### Signal wires on met1, run 1

The bar under the picture is 100 um long.
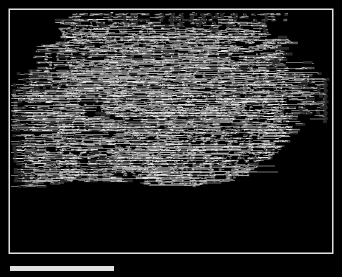
### Met2 routing, run 1

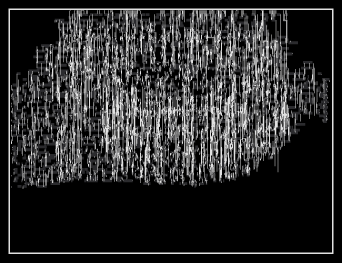
### Signal wires on met3, run 1

The bar under the picture is 100 um long.
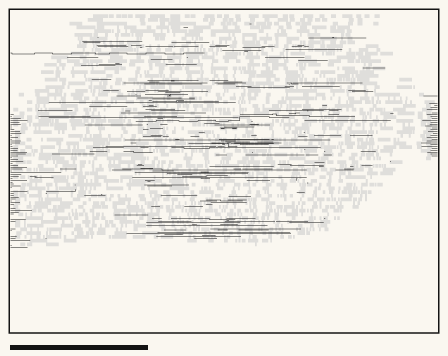
### Cell placement, run 1

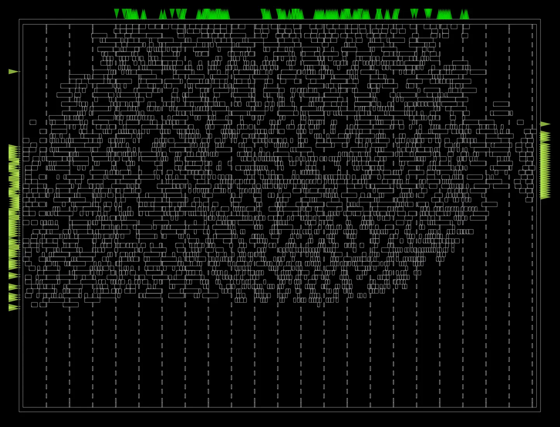
==> config.mk <==
export PLATFORM = sky130hd
export DESIGN_NAME = div_seq
export DESIGN_NICKNAME = d
export VERILOG_FILES = /design/src/rtl/div_seq.sv
export SDC_FILE = /design/constraint.sdc
export NUM_CORES = 1
export LEC_CHECK = 0
export ABC_AREA = 1
export CAP_MARGIN = 40
export CORE_ASPECT_RATIO = 0.75
export CORE_MARGIN = 2
export CORE_UTILIZATION = 26
export CTS_CLUSTER_DIAMETER = 40
export CTS_CLUSTER_SIZE = 25
export DETAILED_ROUTE_END_ITERATION = 10
export GPL_ROUTABILITY_DRIVEN = 1
export PLACE_DENSITY = 0.53
export SLEW_MARGIN = 30
export SYNTH_ARGS = -nofsm -noshare
export SYNTH_HDL_FRONTEND = slang
export SYNTH_SLANG_ARGS = --single-unit
==> constraint.sdc <==
create_clock -name clock -period 11.45 [get_ports clock]
set_input_delay 2.29 -clock clock [delete_from_list [all_inputs] [get_ports clock]]
set_output_delay 2.29 -clock clock [all_outputs]
set_load 0.02 [all_outputs]
==> results_slide.txt, run 1 <==
Flow Results at a Glance

Clock tree
  • Post-CTS resize count: 0
  • Clock tree from TritonCTS: yes
  • Clk slew on worst S/H paths: 0.05 ns
  • H-tree Lvls: 2

Cells and area
  • Nets: 3016

Synthesis
  • Cell with the most instances after synthesis: nand2_1
  • Post-synth top area cell: dfrtp_1
  • Simple-gate portion of the synthesized area: 31.88%
  • Mux area share: 0%
  • Yosys stat area: 18380 um^2
  • Ys Warns: 0

Hold path
  • Hold Crit Class: reg -> reg

Global routing
  • Largest net degree at the start of global routing: 72
  • GR Util All Layers: 17.19%

Final timing
  • Tmin final: 4.364 ns
  • Hold slack: 0.5146 ns
  • Least-Margin Pin Slew: 0.7832 ns
  • Hold Vio Cnt, Final: 0

Critical path
  • R2R setup slack: 7.09 ns
  • Crit-path slowest cell: dfrtp_1

Place
  • Placed cell area: 20950 um^2

Pwr
  • Leak: 10.67 nW

Run status
  • Status: completed
About 'Signal wires on met1':
- wire length on this layer: 33.7 mm
- main direction: horizontal
- share of all routed wire: 52%
Vias: 18000
GR Util met1: 27.18%
Post-Route WL: 64770 um

About 'Met2 routing':
- nets with wire on the layer: 2239
- longest straight run: 64.1 um
- wire length on this layer: 25.1 mm
- main direction: vertical
- share of all routed wire: 39%
met2 usage: 23.48%

About 'Signal wires on met3':
- nets with wire on the layer: 244
- wire length on this layer: 5430 um
- main direction: horizontal
- longest straight run: 149 um
- share of all routed wire: 8.4%
GRT met3 Usage: 4.156%

About 'Cell placement':
row count: 84
tap cells: 946
Core Region: 70000 um^2
register share of the cell area: 27.06%
flop count: 240

-- run 1: per-layer routing --
layer,vias to the layer above,track usage (%),wire [um]
li1,9120,-,-
met1,8301,27.18,33660
met2,534,23.48,25090
met3,49,4.156,5429
met4,0,2.234,587
met5,-,0,0
-- run 1: tightest hold or removal path, delay by kind of cell, from the launching register on --
family | cells | cell delay [ns]
flip-flops | 1 | 0.36
AND/OR/NAND/NOR | 2 | 0.12
-- run 1: area by class of cell --
type	count	area (um^2)	area share (%)
multi-input combinational	2013	10190	45.91
sequential	240	6007	27.06
timing repair buffer	223	2255	10.16
inverter	363	1370	6.172
tap	946	1184	5.333
clock buffer	37	914.6	4.121
clock inverter	28	276.5	1.246
-- run 1: cells in the final DEF, fill, tap and decap left out, drive strengths merged, types with 2 or more instances in the layout --
| cell type | instances |
|---|---|
| and3 | 2 |
| clkinv | 15 |
| nand2 | 865 |
| a21oi | 112 |
| ha | 69 |
| nand3b | 9 |
| o31ai | 4 |
| fa | 2 |
| a31oi | 21 |
| nor3 | 46 |
| xor2 | 83 |
| o21bai | 6 |
| o221ai | 26 |
| clkdlybuf4s50 | 198 |
| nor2 | 248 |
| a21o | 4 |
| a211oi | 2 |
| a32o | 2 |
| nand4 | 35 |
| o21a | 4 |
| clkbuf | 37 |
| o22ai | 25 |
| o211ai | 6 |
| bufinv | 2 |
| o21ai | 232 |
| o32ai | 2 |
| xnor2 | 14 |
| inv | 373 |
| dfrtp | 240 |
| or2 | 9 |
| o2111ai | 2 |
| nor4 | 11 |
| nand3 | 162 |
| buf | 25 |
-- run 1: where the power goes --
group / total [mW] / internal (mW) / switching [mW]
Combinational: 4.89 / 1.70 / 3.19
Sequential: 1.79 / 1.24 / 0.545
Clock: 1.11 / 0.647 / 0.466
==> run 2: changes to the inputs <==
- clock period: 11.45 -> 4.1 ns (I/O delays scaled with it)
### Met2 routing, run 2

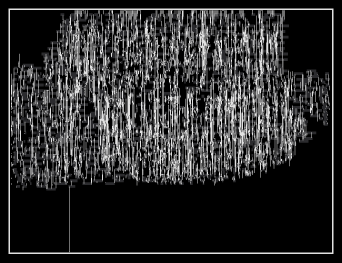
- wire length on this layer: 25.7 mm
- share of all routed wire: 38%
- longest straight run: 72.2 um
- nets with wire on the layer: 2306
met2 usage: 24.33%
Vias: 18210
Post-Route WL: 68420 um

### Register map, names as in the netlist, run 2

Other sequential cells in the stronger gray, the rest of the logic in the fainter gray.
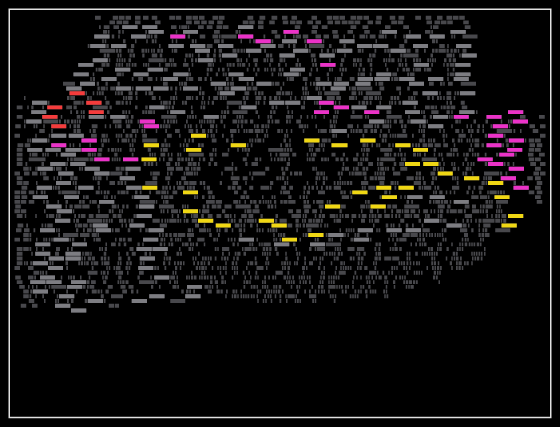
- magenta: remainder (flops 32)
- red: count (flops 6; where top left)
- yellow: acc (flops 33)
Final Util: 32.27%
FF+latch area: 6007 um^2
register share of the cell area: 26.59%
P_seq: 4.96 mW

==> run 2 against run 1 <==
Compared with the run above:
- largest cell class unchanged
- setup slack lost 7.0 ns
- critical path depth shrank 1
- global-route usage increased by 1.2 points
- synthesized cell count stayed put
- register-to-register slack worse by 7.0 ns
- clock power rose to 2.7 times the previous value
- fmax rose by 8.8%
- combinational power went up to 3.0 times the previous value
- worst hold slack got worse by 0.0075 ns
- design area rose by 1.8%
- sequential cell count is the same
==> results_slide.txt, run 2 <==
Flow Results at a Glance

Cells and area
  • Most frequent cells in the layout: nand2_1, inv_1, dfrtp_1
  • Nets: 3050
  • Logic area: 10380 um^2
  • Most instantiated logic cell after routing: nand2_1

Synthesis
  • Ys Warns: 0
  • Yosys stat area: 18380 um^2
  • #FFs+latches synth: 240
  • Dominant register cell: dfrtp_1
  • Top cells by count, synth: nand2_1, inv_1, dfrtp_1, nor2_1, o21ai_0
  • Cell with the most instances after synthesis: nand2_1
  • Post-synth top area cell: dfrtp_1

Global routing
  • Largest net degree at the start of global routing: 78
  • GR Util All Layers: 18.34%
  • GRT busiest layer: met1
  • GRT met3 Usage: 5.085%
  • GR Util met1: 28.94%

Final timing
  • TNS Setup: 0 ns
  • Least-Margin Pin Slew: 0.8780 ns
  • Relative slew slack: 40.92%
  • # setup viols final: 0
  • Tmin final: 4.010 ns
  • Hold Vio Cnt, Final: 0
  • Hold slack: 0.5071 ns
  • Skew final: 0.02861 ns

Hold path
  • Hold Crit Class: reg -> reg

Place
  • DPL Wire Length: 54460 um
  • Inst Count DP: 3811
  • Placed cell area: 21180 um^2

Critical path
  • R2R setup slack: 0.09 ns

Run status
  • Status: completed

Clock tree
  • Clk slew on worst S/H paths: 0.06 ns
  • Clock tree from TritonCTS: yes
  • H-tree Lvls: 2
  • CTS Hold Buffers Added: 0

Job
  • Number of OpenROAD warnings: 27

Die
  • Core Region: 70000 um^2
  • IO Count: 199
  • Die Y: 234.3 um

Pwr
  • Leak: 10.80 nW
-- run 2: cell counts after synthesis --
No cell type changed its count.
-- run 2: where the power goes --
part	internal (mW)	switching (mW)	leakage (nW)
logic	5.17	9.55	7.31
clock network	1.70	1.28	0.541
registers	3.47	1.49	2.95
total	10.3	12.3	10.8
-- run 2: what timing repair did --
| action | in CTS | in global routing |
|---|---|---|
| setup buffers | 0 | 4 |
| gates resized | 0 | 59 |
| setup endpoints to repair | 0 | 16 |
-- run 2: worst max-delay path, stage by stage (launching register included) --
cell and delay (ns):
dfrtp_1 0.41, nor2_2 0.11, nand4_1 0.16, nor3_2 0.26, nand2_1 0.11, nor3_2 0.23, nand2_1 0.12, nor3_2 0.21
nand2_2 0.11, nor3_4 0.25, or2_4 0.17, xor2_1 0.15, ha_1 0.28, a21o_1 0.20, a21oi_2 0.14, inv_2 0.07
a21oi_2 0.15, o2111ai_2 0.18, a31oi_4 0.22, inv_1 0.06, nand2_1 0.07, nand3_2 0.07, nand2_1 0.07, o21ai_1 0.07
-- run 2: layer usage --
layer	vias to the layer above	share of wire [%]
li1	9158	-
met1	8394	52
met2	601	38
met3	60	9.1
met4	0	1.4
met5	-	0
-- run 2: area by class of cell --
class                   instances  area share, %
multi-input cells            2013          45.95
inverters                     363          6.054
clock buffers                  42          4.176
clock inverters                21         0.8364
flip-flops and latches        240          26.59
repair buffers                257          11.15
well taps                     946          5.240
-- run 2: kinds of logic after synthesis --
group           after synthesis  synth area share (%)
simple gates               1389                 31.88
buf+inv                     512                 11.96
compound gates              456                 13.95
flops                       240                 32.67
xor+xnor                     97                 4.622
fa+ha+maj                    71                 4.915
Power is estimated from default activity; no workload was simulated.
